`config.mk`:
```
export PLATFORM = sky130hd
export DESIGN_NAME = plc_scrambler_par
export DESIGN_NICKNAME = d
export VERILOG_FILES = /design/src/rtl/plc_scrambler_par.sv
export SDC_FILE = /design/constraint.sdc
export NUM_CORES = 1
export LEC_CHECK = 0
export CORE_UTILIZATION = 30
export DETAILED_ROUTE_END_ITERATION = 8
export PLACE_DENSITY = 0.58
export RECOVER_POWER = 100
export SETUP_SLACK_MARGIN = 0.4
export SLEW_MARGIN = 20
export SYNTH_ARGS = -nofsm -noshare
export SYNTH_HDL_FRONTEND = slang
export SYNTH_SLANG_ARGS = --single-unit
```
`constraint.sdc`:
```
create_clock -name clk -period 1.3 [get_ports clk]
set_input_delay 0.195 -clock clk [delete_from_list [all_inputs] [get_ports clk]]
set_output_delay 0.195 -clock clk [all_outputs]
set_load 0.02 [all_outputs]
```
`src/rtl/plc_scrambler_par.sv`:
```
// Beat-wide LFSR scrambler/descrambler with valid/ready handshake.
// MODE 0 additive, MODE 1 multiplicative scramble, MODE 2 multiplicative descramble.
module plc_scrambler_par #(
  parameter int unsigned         DATA_W   = 8,
  parameter int unsigned         LFSR_LEN = 7,
  parameter logic [LFSR_LEN-1:0] POLY     = 7'b1001000,
  parameter logic [LFSR_LEN-1:0] SEED     = 7'h7F,
  parameter int unsigned         MODE     = 0
) (
  input  logic                clk,
  input  logic                rst,
  input  logic                in_valid,
  output logic                in_ready,
  input  logic [DATA_W-1:0]   in_data,
  input  logic                in_sof,
  input  logic                in_bypass,
  output logic                out_valid,
  input  logic                out_ready,
  output logic [DATA_W-1:0]   out_data,
  output logic                out_sof,
  output logic [LFSR_LEN-1:0] lfsr_state
);

  if (LFSR_LEN < 2 || LFSR_LEN > 32) begin : g_bad_len
    $error("plc_scrambler_par: LFSR_LEN must be in 2..32");
  end
  if (POLY[LFSR_LEN-1] != 1'b1) begin : g_bad_poly
    $error("plc_scrambler_par: POLY must tap the oldest stage");
  end
  if (MODE > 2) begin : g_bad_mode
    $error("plc_scrambler_par: MODE must be 0, 1 or 2");
  end
  if (MODE == 0 && SEED == '0) begin : g_bad_seed
    $error("plc_scrambler_par: SEED must be non-zero in additive mode");
  end

  logic [LFSR_LEN-1:0] state_q;
  logic [LFSR_LEN-1:0] s;
  logic [LFSR_LEN-1:0] next_state;
  logic [DATA_W-1:0]   scr;
  logic [DATA_W-1:0]   next_data;
  logic                fb;
  logic                ob;
  logic                xfer;

  assign in_ready   = !out_valid || out_ready;
  assign xfer       = in_valid && in_ready;
  assign lfsr_state = state_q;

  // Unrolled per-bit stepping: bit 0 is earliest on the line and sees the starting state.
  always_comb begin
    s   = in_sof ? SEED : state_q;
    scr = '0;
    fb  = 1'b0;
    ob  = 1'b0;
    for (int unsigned k = 0; k < DATA_W; k++) begin
      fb     = ^(s & POLY);
      ob     = in_data[k] ^ fb;
      scr[k] = ob;
      if (MODE == 1)      s = {s[LFSR_LEN-2:0], ob};
      else if (MODE == 2) s = {s[LFSR_LEN-2:0], in_data[k]};
      else                s = {s[LFSR_LEN-2:0], fb};
    end
    next_state = in_bypass ? (in_sof ? SEED : state_q) : s;
    next_data  = in_bypass ? in_data : scr;
  end

  always_ff @(posedge clk) begin
    if (rst) begin
      out_valid <= 1'b0;
      out_data  <= '0;
      out_sof   <= 1'b0;
      state_q   <= SEED;
    end else if (xfer) begin
      out_valid <= 1'b1;
      out_data  <= next_data;
      out_sof   <= in_sof;
      state_q   <= next_state;
    end else if (out_ready) begin
      out_valid <= 1'b0;
    end
  end

endmodule

```
Run 1, PDN straps and rails:
Bar = 20 µm. Pins as bars on the die edge. Tap cells in gray.
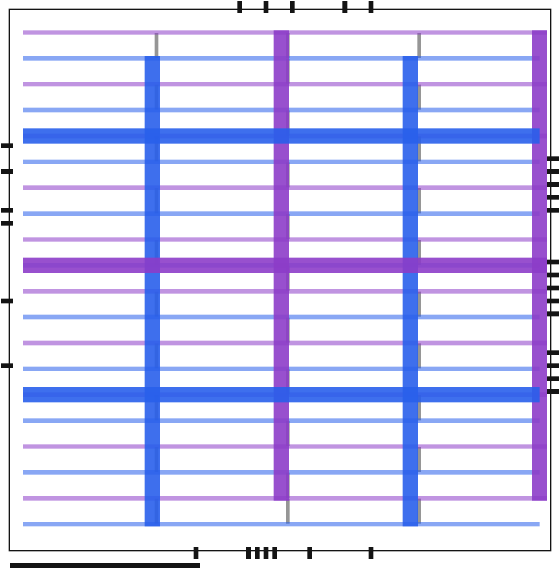
Key: VDD = purple; VSS = blue
31 tap cells. 32 signal pins sit on the boundary.

Run 1, placed cells, one color a class:
Bar = 20 µm.
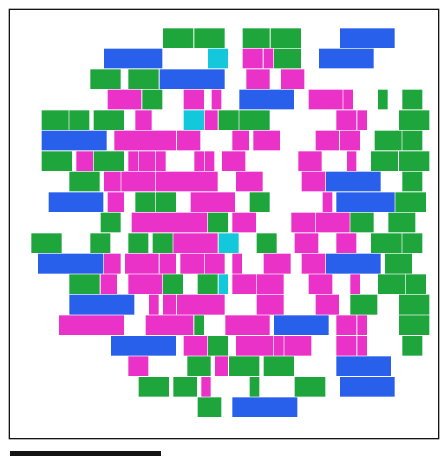
Key: all other logic = magenta [cells 76, share of their area 42%]; other buffers and delay cells = green [cells 59, share of their area 34%]; clock drivers and dummy loads = cyan [cells 4, share of their area 1.6%]; flip-flops = blue [cells 17, share of their area 23%]
share of the final layout cell area in sequential cells: 22.2%
final instance area: 1640 µm²

Run 1, clock wires, drivers and flops:
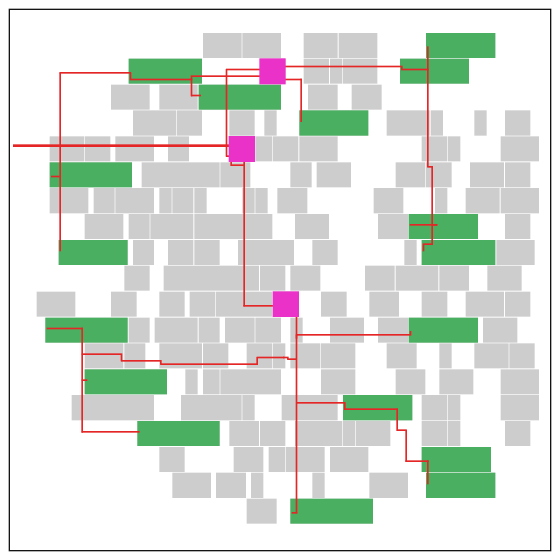
Key: clock wires = red [length 258 µm]; flip-flops = green [count 17]; cells driving clock nets = magenta [count 3]
There are 4 routed clock nets.
Clock Power Share: 21.8%
clock latency at the later pin of the worst-skew pair: 0.29 ns
Worst Clk Skew: 0.00726 ns
Clk. pwr: 0.000297 W

==> impl_report.txt, run 1 <==
IMPLEMENTATION SUMMARY REPORT
----------------------------------------------------
[Clock network]
  Number of CTS-inserted buffers ........................ 3
  H-tree depth ........................ 1

[Route]
  Count of unresolved DRC violations after routing ........................ 6

[Finish]
  Area used by multi-input combinational logic ........................ 661 µm²
  Combinational gates ........................ 73
  Clock tree buffer count of the final layout ........................ 4
  Relative area of non-clock buffer cells in the final design ........................ 33.0%

[Critical path]
  Critical Path Slowest Stage Cell ........................ xnor3_2
  CP Data Arrival Time ........................ 1.53 ns
  Critical path destination ........................ out_data[4]$_SDFFE_PP0P_
  Crit Path Category ........................ flop to flop

[Timing]
  Final setup violating endpoints ........................ 2
  Slack of the critical path ........................ -0.0188 ns
  Final critical path time including I/O delays and setup ........................ 1.32 ns
  Tcrit/Tclk final ........................ 101%

[Power and ir drop]
  Sw frac ........................ 31.1%
  Lkg Pwr ........................ 0.715 nW
  Largest power group ........................ sequential cells

[Logic synthesis]
  Number of enable-type register cells in the synthesized netlist ........................ 0
  Share of synthesized area spent on multiplexers ........................ 1.11%
  Most common reg cell ........................ dfxtp_1

[Flow run]
  Total of max-cap violations ........................ 0

[Status]
  Status ........................ complete, but fails checks
  Violated checks ........................ design-rule violations, negative setup slack

[Floorplanning]
  Total die size ........................ 3220 µm²

[Hold path]
  Startpoint of the lowest-slack hold path ........................ in_valid

----------------------------------------------------
Run 1, routing congestion:
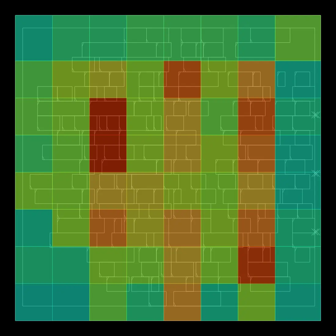

==> run 1 -> run 2 <==
--- a/config.mk
+++ b/config.mk
@@ -5,9 +5,10 @@
 export SDC_FILE = /design/constraint.sdc
 export NUM_CORES = 1
 export LEC_CHECK = 0
-export CORE_UTILIZATION = 30
+export CORE_UTILIZATION = 39
 export DETAILED_ROUTE_END_ITERATION = 8
-export PLACE_DENSITY = 0.58
+export HOLD_SLACK_MARGIN = 0.1
+export PLACE_DENSITY = 0.73
 export RECOVER_POWER = 100
 export SETUP_SLACK_MARGIN = 0.4
 export SLEW_MARGIN = 20
Run 2, routing congestion:
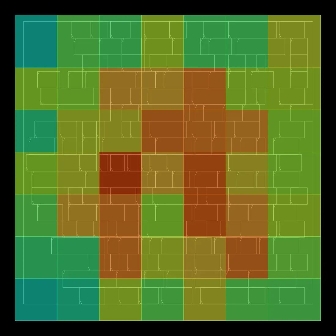
busiest layer in global routing: met2
Final Core Density: 75.7%

Run 2, clock wires, drivers and flops:
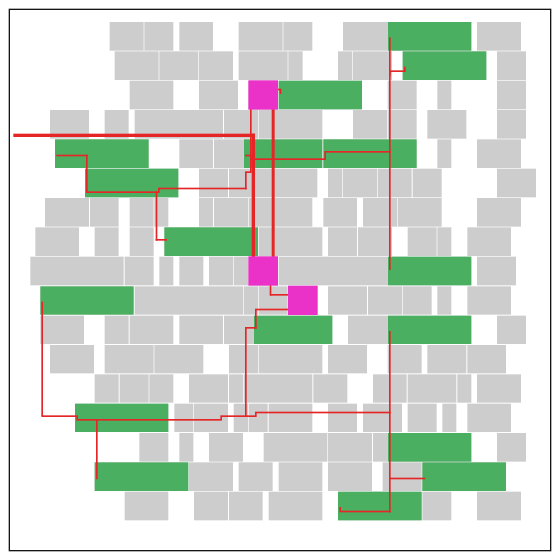
Key: clock wires = red [length 222 µm]; flip-flops = green [count 17]; cells driving clock nets = magenta [count 3]
There are 4 routed clock nets.

==> impl_report.txt, run 2 <==
IMPLEMENTATION SUMMARY REPORT
----------------------------------------------------
[Timing]
  Slack of the critical path ........................ -0.0152 ns (+0.00368 ns)
  Final critical path time including I/O delays and setup ........................ 1.32 ns (-0.00368 ns)
  Tcrit/Tclk final ........................ 101% (-0.28 points)
  Worst Clk Skew ........................ 0.00469 ns (-0.00256 ns)
  Final setup violating endpoints ........................ 1 (-1)
  Transition at the pin with the smallest max-transition slack ........................ 0.317 ns
  Aggregate negative setup slack ........................ -0.0152 ns
  Slew Limit Headroom ........................ 78.9%

[Critical path]
  Critical Path Slowest Stage Cell ........................ xnor3_2
  CP Data Arrival Time ........................ 1.49 ns (-0.04 ns)
  Crit Path Category ........................ flop to flop
  Critical path destination ........................ out_data[4]$_SDFFE_PP0P_
  Largest stage delay, worst path ........................ 0.44 ns
  Critical path cell sequence ........................ xnor3_2 -> a21oi_2 -> xnor2_1 -> a211oi_2

[Flow run]
  Total of max-cap violations ........................ 0 (unchanged)

[Finish]
  Final instance area ........................ 1660 µm² (+0.84%)
  Combinational gates ........................ 73 (unchanged)
  Share of the final layout cell area in sequential cells ........................ 22.7% (+0.49 points)
  Area used by multi-input combinational logic ........................ 674 µm² (+2.1%)
  Largest register FFs ........................ 8
  Relative area of non-clock buffer cells in the final design ........................ 32.2% (-0.73 points)
  Antenna diode count ........................ 0
  Most instantiated logic cell after routing ........................ buf_6
  Clock tree buffer count of the final layout ........................ 4 (unchanged)
  Leading cell kind ........................ logic gates

[Floorplanning]
  Total die size ........................ 2500 µm² (-22%)
  Count of pins on the block boundary ........................ 32

[Power and ir drop]
  Total net switching power ........................ 0.000424 W
  Clock Power Share ........................ 20.8% (-1.0 points)
  Lkg Pwr ........................ 0.725 nW (+1.5%)
  Largest power group ........................ sequential cells
  Clk. pwr ........................ 0.000286 W (-4%)
  Cell Pwr Density ........................ 831 nW/µm²
  Sw frac ........................ 30.8% (-0.37 points)

[Clock network]
  H-tree depth ........................ 1 (unchanged)
  Clock latency at the later pin of the worst-skew pair ........................ 0.29 ns (about the same)

[Logic synthesis]
  Flops & latches, synth ........................ 17
  Number of enable-type register cells in the synthesized netlist ........................ 0 (unchanged)
  Share of synthesized area spent on multiplexers ........................ 1.11% (unchanged)
  Most common reg cell ........................ dfxtp_1
  Area of the mapped netlist ........................ 900 µm²
  Yosys adder share ........................ 0%

[Hold path]
  Startpoint of the lowest-slack hold path ........................ in_valid
  Worst hold path depth ........................ 3

[Route]
  Final WL ........................ 2670 µm
  Count of unresolved DRC violations after routing ........................ 0 (-6)

[Status]
  Status ........................ complete, but fails checks
  Violated checks ........................ negative setup slack

----------------------------------------------------
Power figures rest on the tool's default switching activity, not on a simulated workload.
